$ cat src/rtl/xor_nn_pkg.sv
// Shared definitions for the XOR network: weight geometry, loader FSM states
// and the known-good default weights that the inference datapath also uses.
package xor_nn_pkg;

   localparam int DATA_W      = 8;
   localparam int NUM_WEIGHTS = 9;
   localparam int NUM_W1      = 6;
   localparam int NUM_W2      = 3;

   typedef enum logic [1:0] {
      IDLE,
      LOAD,
      DRAIN
   } load_state_t;

   // Row-major w1 (k = r*2+c) followed by w2 (index r): a working XOR solution.
   localparam int W1_DEFAULT [NUM_W1] = '{0, -1, 1, 1, 1, 1};
   localparam int W2_DEFAULT [NUM_W2] = '{0, 1, -2};

endpackage

$ cat src/rtl/xor_nn_weight_loader.sv
// Streams a 9-beat weight frame into a shadow bank and commits it atomically
// to the w1/w2 outputs once a well-formed frame has been fully received.
module xor_nn_weight_loader
   import xor_nn_pkg::*;
#(
   parameter int DATA_W      = xor_nn_pkg::DATA_W,
   parameter int NUM_WEIGHTS = xor_nn_pkg::NUM_WEIGHTS
) (
   input  logic                   clk,
   input  logic                   reset_n,
   input  logic                   s_valid,
   output logic                   s_ready,
   input  logic [DATA_W-1:0]      s_data,
   input  logic                   s_last,
   output logic [6*DATA_W-1:0]    w1_flat,
   output logic [3*DATA_W-1:0]    w2_flat,
   output logic                   weights_updated,
   output logic                   busy,
   output logic                   frame_err,
   output logic [7:0]             err_count
);

   localparam int         BANK_W   = NUM_WEIGHTS * DATA_W;
   localparam logic [3:0] LAST_IDX = 4'(NUM_WEIGHTS - 1);

   function automatic logic [BANK_W-1:0] default_bank();
      logic [BANK_W-1:0] b;
      b = '0;
      for (int k = 0; k < NUM_W1; k++) begin
         b[k*DATA_W +: DATA_W] = DATA_W'(W1_DEFAULT[k]);
      end
      for (int r = 0; r < NUM_W2; r++) begin
         b[(NUM_W1+r)*DATA_W +: DATA_W] = DATA_W'(W2_DEFAULT[r]);
      end
      return b;
   endfunction

   localparam logic [BANK_W-1:0] DEFAULT_BANK = default_bank();

   load_state_t       state_q, state_d;
   logic [3:0]        idx_q, idx_d;
   logic [BANK_W-1:0] shadow_q;
   logic [BANK_W-1:0] bank_q;
   logic              beat;
   logic              shadow_we;
   logic              commit;
   logic              frame_bad;
   logic              commit_pend_q;

   assign s_ready = 1'b1;
   assign beat    = s_valid & s_ready;
   assign busy    = (state_q != IDLE);
   assign w1_flat = bank_q[NUM_W1*DATA_W-1:0];
   assign w2_flat = bank_q[BANK_W-1:NUM_W1*DATA_W];

   always_ff @(posedge clk or negedge reset_n) begin
      if (!reset_n) begin
         state_q <= IDLE;
         idx_q   <= 4'd0;
      end else begin
         state_q <= state_d;
         idx_q   <= idx_d;
      end
   end

   // IDLE and LOAD share the beat handling; IDLE simply always sits at index 0.
   always_comb begin
      state_d   = state_q;
      idx_d     = idx_q;
      shadow_we = 1'b0;
      commit    = 1'b0;
      frame_bad = 1'b0;
      case (state_q)
         IDLE, LOAD: begin
            if (beat) begin
               shadow_we = 1'b1;
               if (idx_q == LAST_IDX) begin
                  idx_d = 4'd0;
                  if (s_last) begin
                     commit  = 1'b1;
                     state_d = IDLE;
                  end else begin
                     frame_bad = 1'b1;
                     state_d   = DRAIN;
                  end
               end else if (s_last) begin
                  frame_bad = 1'b1;
                  idx_d     = 4'd0;
                  state_d   = IDLE;
               end else begin
                  idx_d   = idx_q + 4'd1;
                  state_d = LOAD;
               end
            end
         end
         DRAIN: begin
            if (beat && s_last) begin
               state_d = IDLE;
               idx_d   = 4'd0;
            end
         end
         default: begin
            state_d = IDLE;
            idx_d   = 4'd0;
         end
      endcase
   end

   // The committed bank copies the shadow one edge after the final beat lands,
   // so a new frame's beat 0 written on that same edge never leaks through.
   always_ff @(posedge clk or negedge reset_n) begin
      if (!reset_n) begin
         shadow_q        <= DEFAULT_BANK;
         bank_q          <= DEFAULT_BANK;
         commit_pend_q   <= 1'b0;
         weights_updated <= 1'b0;
         frame_err       <= 1'b0;
         err_count       <= 8'd0;
      end else begin
         for (int k = 0; k < NUM_WEIGHTS; k++) begin
            if (shadow_we && idx_q == 4'(k)) begin
               shadow_q[k*DATA_W +: DATA_W] <= s_data;
            end
         end
         commit_pend_q   <= commit;
         weights_updated <= commit_pend_q;
         if (commit_pend_q) begin
            bank_q <= shadow_q;
         end
         if (commit) begin
            frame_err <= 1'b0;
         end else if (frame_bad) begin
            frame_err <= 1'b1;
         end
         if (frame_bad && err_count != 8'hFF) begin
            err_count <= err_count + 8'd1;
         end
      end
   end

endmodule

$ cat config.mk
export PLATFORM = sky130hd
export DESIGN_NAME = xor_nn_weight_loader
export DESIGN_NICKNAME = d
export VERILOG_FILES = /design/src/rtl/xor_nn_pkg.sv /design/src/rtl/xor_nn_weight_loader.sv
export SDC_FILE = /design/constraint.sdc
export NUM_CORES = 1
export LEC_CHECK = 0
export CAP_MARGIN = 20
export CORE_MARGIN = 2
export CORE_UTILIZATION = 49
export CTS_CLUSTER_SIZE = 20
export DETAILED_ROUTE_END_ITERATION = 10
export GPL_TIMING_DRIVEN = 0
export PLACE_DENSITY = 0.84
export RECOVER_POWER = 100
export SYNTH_ARGS = -nofsm -noshare
export SYNTH_HDL_FRONTEND = slang
export SYNTH_SLANG_ARGS = --single-unit
$ cat constraint.sdc
create_clock -name clk -period 2.2 [get_ports clk]
set_clock_uncertainty 0.1 [all_clocks]
set_input_delay 0.22 -clock clk [delete_from_list [all_inputs] [get_ports clk]]
set_output_delay 0.22 -clock clk [all_outputs]
set_load 0.01 [all_outputs]
**Run 1: metal layers overlaid**

(2 px per um)
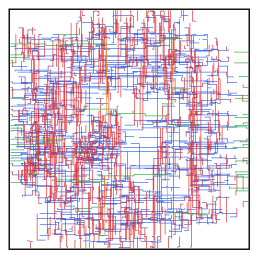
metal 2: drawn in red, wire length 6,760 um. metal 4: drawn in orange, wire length 150 um. metal 1: drawn in blue, wire length 6,110 um. metal 3: drawn in green, wire length 524 um.

**Run 1: sequential cells colored by netlist name**

(2 px per um) Other sequential cells in the stronger gray, the rest of the logic in the fainter gray.
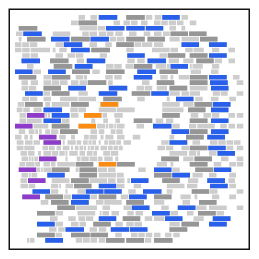
err_count: drawn in purple, placed flops 8, where middle left. idx_q: drawn in orange, placed flops 4. bank_q: drawn in blue, placed flops 72, where spread over the die.
Another 77 sequential cells are not colored.
Post-Route Utilization: 64.84%
Seq area share: 48.08%
P_seq: 3.78 mW
Register Area: 0.004079 sq mm

==> run notes, run 1 <==
flow finished, numbers: status=finished, violations left, failing checks=setup timing, Worst setup EP type=register, Slew @ Worst Pin=1439 ps, Die Ht=119.3 um, Layout Nets=548, Rel. slew slack=4.065%, WP data required=2410 ps, # setup viols final=2, Floorplan Nets=421, Tmin final=2210 ps, die width=119.3 um, antenna diode count=0, Post-Syn Area=0.006514 sq mm, Ys Warns=0, # fillers=906, Critical Path Max Stage Delay=390 ps, slack of the critical path=-9.610 ps, Starting DRT DRC Count=227, CP delay by family, top=simple AND/OR/NAND/NOR gates, Yosys Instances=401, first-pass GRT wire length=21.62 mm, Worst Path Arrival=2410 ps, Tool Warnings=34, Synth Seq Share=62.62%, Longest Clk Path Bufs=2, Comb area=0.002357 sq mm, Post-synth regs=161, most frequent cell after synthesis=mux2_2, post-synth cell types=46, Port Buffer Count=93, Detailed Route WL=13.55 mm, area grow syn2layout=30.25%, Syn Inst Count=401, Cell Pwr Density=926.6 mW/mm^2, Mean Syn Cell Area=16.24 sq um, main flop type after synthesis=dfrtp_1, Yosys chip area=0.006514 sq mm, worst-path maximum fanout=3, Pleak=3.892 nW, leading area contributor after synthesis=dfrtp_1, synth cell count leaders=124 x mux2_2, 121 x dfrtp_1, 40 x dfstp_2, Startpoint Class=register, maxcap violations=0, Post-synth EDFFs=0, number of buffers and inverters on the critical path=3, proportion of layout cells with a drive suffix above 1=49.35%, largest net degree at the start of global routing=105, Core ar.=0.01309 sq mm, fp util=49.78%, fin crit share=100.4%, num rows=42, CTS sink count=161, die area=0.01423 sq mm, gr usage total=20.19%, Hold Path Class=register to register, Vias/cell=5.241, DR pass1 iterations=4, share of flip-flops with an asynchronous set or reset=100.0%, ANT nets after route=0, Final Hold Fails=0, clock tree from TritonCTS=yes, GPL Wtd Cong=0.7399, CP max-delay cell=dfrtp_1, Cell area leaders=dfrtp_1 46%, mux2_2 21%, dfstp_2 16%, hpwl dp=8.504 mm, initial antenna violation count=0, total global routing overflow=0, pins over their slew limit=0, Fin Setup TNS=-18.04 ps, RSZ-0062 raised after global routing=yes, CP cell instances=inv_2 > ha_4 > and3b_2 > inv_2 > ha_4 > nand3b_1 > buf_4 > nor4_4 > mux2_4, Max VDD drop=0.6354 mV, io pins=96, H-Tree Depth=4, max frequency=452.6 MHz, Avg WL per Cell=18.90 um, clock slew at reported path FFs=70 ps, CTS Buf Count=17, Largest type area fraction=46.48%, Skew-Pair Late Insertion Delay=420 ps, number of global-route vias before repair=3,927, # DRC=0, clock root buffer=clkbuf_16, critical path type=register to register
**Run 1: M3 wires**

(2 px per um)
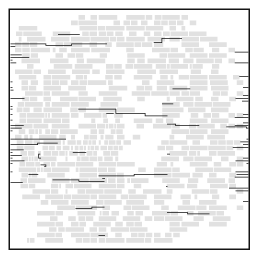
The layer holds 3.9% of the routed length. The layer carries 524 um of wire.
via count: 3,758
grt met3 use: 5.172%

run 1: routing by layer:
metal,wire [um],up-vias,global-route usage [%]
li1,-,1683,-
met1,6112,1981,26.96
met2,6763,80,32.15
met3,523,14,5.172
met4,150,0,7.279
met5,0,-,0
run 1: path summary, 6_finish.rpt:
path / start / to / slack, ps / cells past startpoint
worst min-delay path: commit_pend_q / weights_updated / 300 / 0
worst max-delay path: idx_q[0] / err_count[7] / -10 / 9
worst min register to register: commit_pend_q / weights_updated / 300 / 0
max in group asynchronous: reset_n / bank_q[8] / 270 / 3
worst max register to register: idx_q[0] / err_count[7] / -10 / 9
min in group asynchronous: reset_n / shadow_q[18] / 580 / 2
run 1: layout by cell type (no fill, tap or decap), types with 5 or more instances in the layout:
| cell | instances |
|---|---|
| mux2_2 | 123 |
| dfrtp_1 | 121 |
| clkdlybuf4s50_1 | 92 |
| dfstp_2 | 40 |
| mux2_4 | 25 |
| clkbuf_16 | 19 |
| buf_4 | 13 |
| buf_2 | 8 |
| buf_6 | 7 |
| ha_1 | 6 |
| nor2_1 | 5 |
run 1: kinds of logic (layout without fill, tap and decap cells):
| group | Yosys count | count (layout) | share of synthesized area, % |
|---|---|---|---|
| AND-OR/OR-AND | 13 | 13 | 1.499 |
| XOR/XNOR | 3 | 3 | 0.4035 |
| adder cells (fa/ha/maj) | 8 | 8 | 1.537 |
| buffers and inverters | 23 | 163 | 2.286 |
| flip-flops | 161 | 161 | 62.62 |
| multiplexers | 149 | 149 | 27.12 |
| other | 1 | 1 | 0.05757 |
| AND/OR/NAND/NOR | 43 | 43 | 4.476 |
run 1: what timing repair did:
| action | in CTS | in global routing |
|---|---|---|
| pin swaps | 3 | 6 |
| gates resized | 9 | 8 |
| setup buffers | 4 | 8 |
| hold buffers | 2 | 0 |
| setup endpoints to repair | 6 | 6 |
| hold endpoints to repair | 30 | 0 |
run 1: power by group:
part | internal (mW) | switching, mW
combinational | 0.607 | 0.463
clock | 1.86 | 1.14
sequential | 3.49 | 0.291
run 1: layout make-up:
cell class,instances,area share [%]
multi-input combinational,217,27.78
inverter,6,0.2654
clock buffer,24,6.061
timing repair buffer,108,12.58
sequential,161,48.08
clock inverter,8,1.150
buffer,17,1.489
tap,176,2.595
run 1: stage by stage:
stage	hold WS, ps	setup slack (ps)	instance area (sq um)	total power [mW]	cells
final	298.5	-9.610	8484	7.862	717
after global routing	318.4	-70.81	8484	8.204	717
after CTS	231.1	5.021	8383	7.862	709
after detailed placement	124.2	-233.0	7694	4.792	671
after global placement	257.2	-5202	7665	4.690	670
after floorplan	-175.6	11.50	6514	4.345	401
run 1: flip-flops by register name, summed over array words and instances, names as in the netlist:
name and cells:
shadow_q 72, state_q 2, weights_updated 1, frame_err 1
commit_pend_q 1, err_count 8, idx_q 4, bank_q 72
run 1: worst reg2reg max path: cells and delay by family, from the launching register on:
| kind | cells | cell delay (ps) |
|---|---|---|
| flops | 1 | 390 |
| mux | 1 | 330 |
| simple gates | 3 | 550 |
| buf+inv | 3 | 340 |
| fa+ha+maj | 2 | 380 |
**Run 1: track usage over the die**

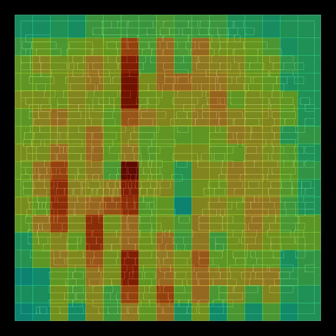

## Run 2: what changed since run 1
Settings changed: CTS_CLUSTER_SIZE 20 to 28, SETUP_SLACK_MARGIN set to 0.1.
**Run 2: track usage over the die**

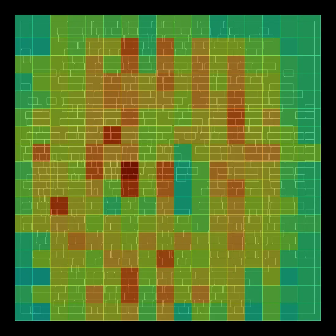
GR Layer Usage met1: 24.70%
grt met2 use: 32.58%
Post-Route Utilization: 64.13%
gr usage total: 19.55%

==> run 2 against run 1 <==
Effect of this change:
- sequential power barely moved
- worst hold slack worse by 27 ps
- the flow now finishes without violations
- cell count shrank 0.28%
- wire length fell by 3.3%
- critical path depth down 1
==> run notes, run 2 <==
flow finished, numbers: CTS sink count=161 (unchanged), post-synth cell types=46 (unchanged), fp util=49.78% (unchanged), most common logic cells in the final layout=124 x mux2_2, 121 x dfrtp_1, 91 x clkdlybuf4s50_1, total global routing overflow=0 (unchanged), Cell Pwr Density=899.8 mW/mm^2 (-2.9%), FF-to-FF Start=idx_q[1], RSZ-0062 raised after global routing=yes, most instantiated logic cell after routing=mux2_2, clock slew at reported path FFs=60 ps (about the same), main flop type after synthesis=dfrtp_1, clock tree from TritonCTS=yes, Rel. slew slack=22.46% (+18 points), largest net degree at the start of global routing=90 (-14%), CP delay by family, top=simple AND/OR/NAND/NOR gates, io pins=96 (unchanged), Skew-Pair Late Insertion Delay=420 ps (about the same), reg-to-reg endpoint=err_count[7], WP data required=2410 ps (about the same), Largest type area fraction=46.48% (unchanged), final instance area=0.008392 sq mm (-1.1%), grt met3 use=5.603% (+0.43 points), Core ar.=0.01309 sq mm (unchanged), Fin Setup TNS=0 ps (+18.04 ps), status=finished, final reports clean, CTS Buf Count=17 (unchanged), # DRC=0 (unchanged), Vias/cell=5.151 (-1.7%), Longest Clk Path Bufs=2 (unchanged), max frequency=466.0 MHz (+3.0%), initial antenna violation count=0 (unchanged), fin crit share=97.54% (-2.9 points), Detailed Route WL=13.10 mm (-3.3%), Post-synth EDFFs=0 (unchanged), critical path launch point=idx_q[1], synth cell count leaders=124 x mux2_2, 121 x dfrtp_1, 40 x dfstp_2, die width=119.3 um (unchanged), antenna diode count=0 (unchanged), Final Hold Fails=0 (unchanged), Hold Path Class=register to register, maxcap violations=0 (unchanged), Layout Nets=546 (-0.36%), Max VDD drop=0.5895 mV (-7.2%), Post-Place Worst Slack=-146.6 ps (+86.41 ps), CP max-delay cell=dfrtp_1, leading area contributor after synthesis=dfrtp_1, Die Ht=119.3 um (unchanged), Slew @ Worst Pin=1163 ps (-276.0 ps), number of buffers and inverters on the critical path=2 (-1), clock root buffer=clkbuf_16, ANT nets after route=0 (unchanged), Worst setup EP type=register, Worst Path Arrival=2350 ps (-60 ps), most frequent cell after synthesis=mux2_2, via count=3,683 (-2.0%), hpwl dp=8.471 mm (-0.40%), Tmin final=2146 ps (-63.72 ps), first-pass GRT wire length=21.11 mm (-2.4%), Tool Warnings=34 (unchanged), DR pass1 iterations=4 (unchanged), Syn Inst Count=401 (unchanged), Critical Path Sink=err_count[7], largest registers=bank_q x72, shadow_q x72, err_count x8, worst-path maximum fanout=4 (+1), Starting DRT DRC Count=194 (-15%), Synth Seq Share=62.62% (unchanged), Placed Area=0.007701 sq mm (about the same), Startpoint Class=register, Floorplan Nets=421 (unchanged), die area=0.01423 sq mm (unchanged), share of flip-flops with an asynchronous set or reset=100.0% (unchanged), Critical Path Stages=8 (-1), proportion of layout cells with a drive suffix above 1=50.09% (+0.74 points), Yosys Instances=401 (unchanged), Critical Path Max Stage Delay=400 ps (about the same), area grow syn2layout=28.83%, Ys Warns=0 (unchanged), CP cell instances=inv_2 > ha_4 > and3b_2 > inv_2 > ha_4 > nand3b_1 > nor4_2 > mux2_2, num rows=42 (unchanged), # fillers=891 (-1.7%), Avg WL per Cell=18.33 um (-3.0%), Yosys chip area=0.006514 sq mm (unchanged), Port Buffer Count=93 (unchanged), slack of the critical path=54.11 ps (+63.72 ps), Post-Syn Area=0.006514 sq mm (unchanged), pins over their slew limit=0 (unchanged), # setup viols final=0 (-2), number of global-route vias before repair=3,960 (+0.84%), GPL Wtd Cong=0.8085 (+9.3%), FF-to-FF path depth=8 (-1), Pleak=3.839 nW (-1.4%), Post-synth regs=161 (unchanged), R2R setup slack=50 ps (+60 ps), Cell area leaders=dfrtp_1 46%, mux2_2 21%, dfstp_2 16%, GR peak layer=met2, Mean Syn Cell Area=16.24 sq um (unchanged), H-Tree Depth=4 (unchanged), critical path type=register to register
-- run 2: cell counts after synthesis --
Identical to the previous run, type by type.
-- run 2: timing repair --
action,CTS,global route
gates resized,8,3
endpoints found under the setup margin,6,13
hold endpoints to repair,72,0
pin swaps,4,1
setup buffers,8,2
hold buffers,2,0
-- run 2: worst min-delay path by stage --
stage                  startpoint              end  slack [ps]  depth (start not counted)
floorplan                 reset_n        bank_q[0]        -180                          0
finish              commit_pend_q  weights_updated         270                          0
detailed placement        reset_n       bank_q[37]         240                          1
global route        commit_pend_q  weights_updated         290                          0
global placement    commit_pend_q  weights_updated         260                          0
CTS                 commit_pend_q  weights_updated         270                          0
-- run 2: routing by layer --
layer / vias up / routed length (um) / share of wire [%]
met5: - / 0 / 0
met3: 14 / 575 / 4.4
met1: 1901 / 5748 / 44
li1: 1681 / - / -
met2: 87 / 6610 / 50
met4: 0 / 168 / 1.3
-- run 2: stage by stage --
step / hold WS (ps) / power (mW) / instances
finish: 271.3 / 7.551 / 715
global placement: 260.5 / 4.691 / 670
floorplan: -175.6 / 4.348 / 401
CTS: 274.8 / 7.596 / 713
detailed placement: 235.1 / 4.789 / 671
global route: 289.4 / 7.894 / 715
-- run 2: area by class of cell --
cell class / instances / area, sq um / share of cell area [%]
Inverter: 6 / 22.52 / 0.2684
Timing Repair Buffer: 106 / 1033 / 12.32
Multi-Input combinational cell: 217 / 2354 / 28.05
Buffer: 17 / 126.4 / 1.506
Sequential cell: 161 / 4079 / 48.61
Clock inverter: 14 / 117.6 / 1.402
Clock buffer: 18 / 439.2 / 5.233
Tap cell: 176 / 220.2 / 2.624
-- run 2: logic make-up (layout without fill, tap and decap cells) --
| kind of cell | Yosys count | in the layout | synth area share [%] |
|---|---|---|---|
| muxes | 149 | 149 | 27.12 |
| adders and majority gates | 8 | 8 | 1.537 |
| AOI/OAI and AO/OA | 13 | 13 | 1.499 |
| xor gates and xnor gates | 3 | 3 | 0.4035 |
| and+or+nand+nor | 43 | 43 | 4.476 |
| DFF | 161 | 161 | 62.62 |
| other | 1 | 1 | 0.05757 |
| buffers and inverters | 23 | 161 | 2.286 |
-- run 2: where the power goes --
part / internal, mW / switching [mW]
combinational: 0.604 / 0.447
sequential: 3.49 / 0.280
clock: 1.58 / 1.15
total: 5.67 / 1.88
-- run 2: worst reg2reg max path, cell delays in order (launching register included) --
cell	delay, ps
dfrtp_1	400
inv_2	90
ha_4	140
and3b_2	220
inv_2	50
ha_4	250
nand3b_1	170
nor4_2	270
mux2_2	360
Power figures rest on the tool's default switching activity, not on a simulated workload.
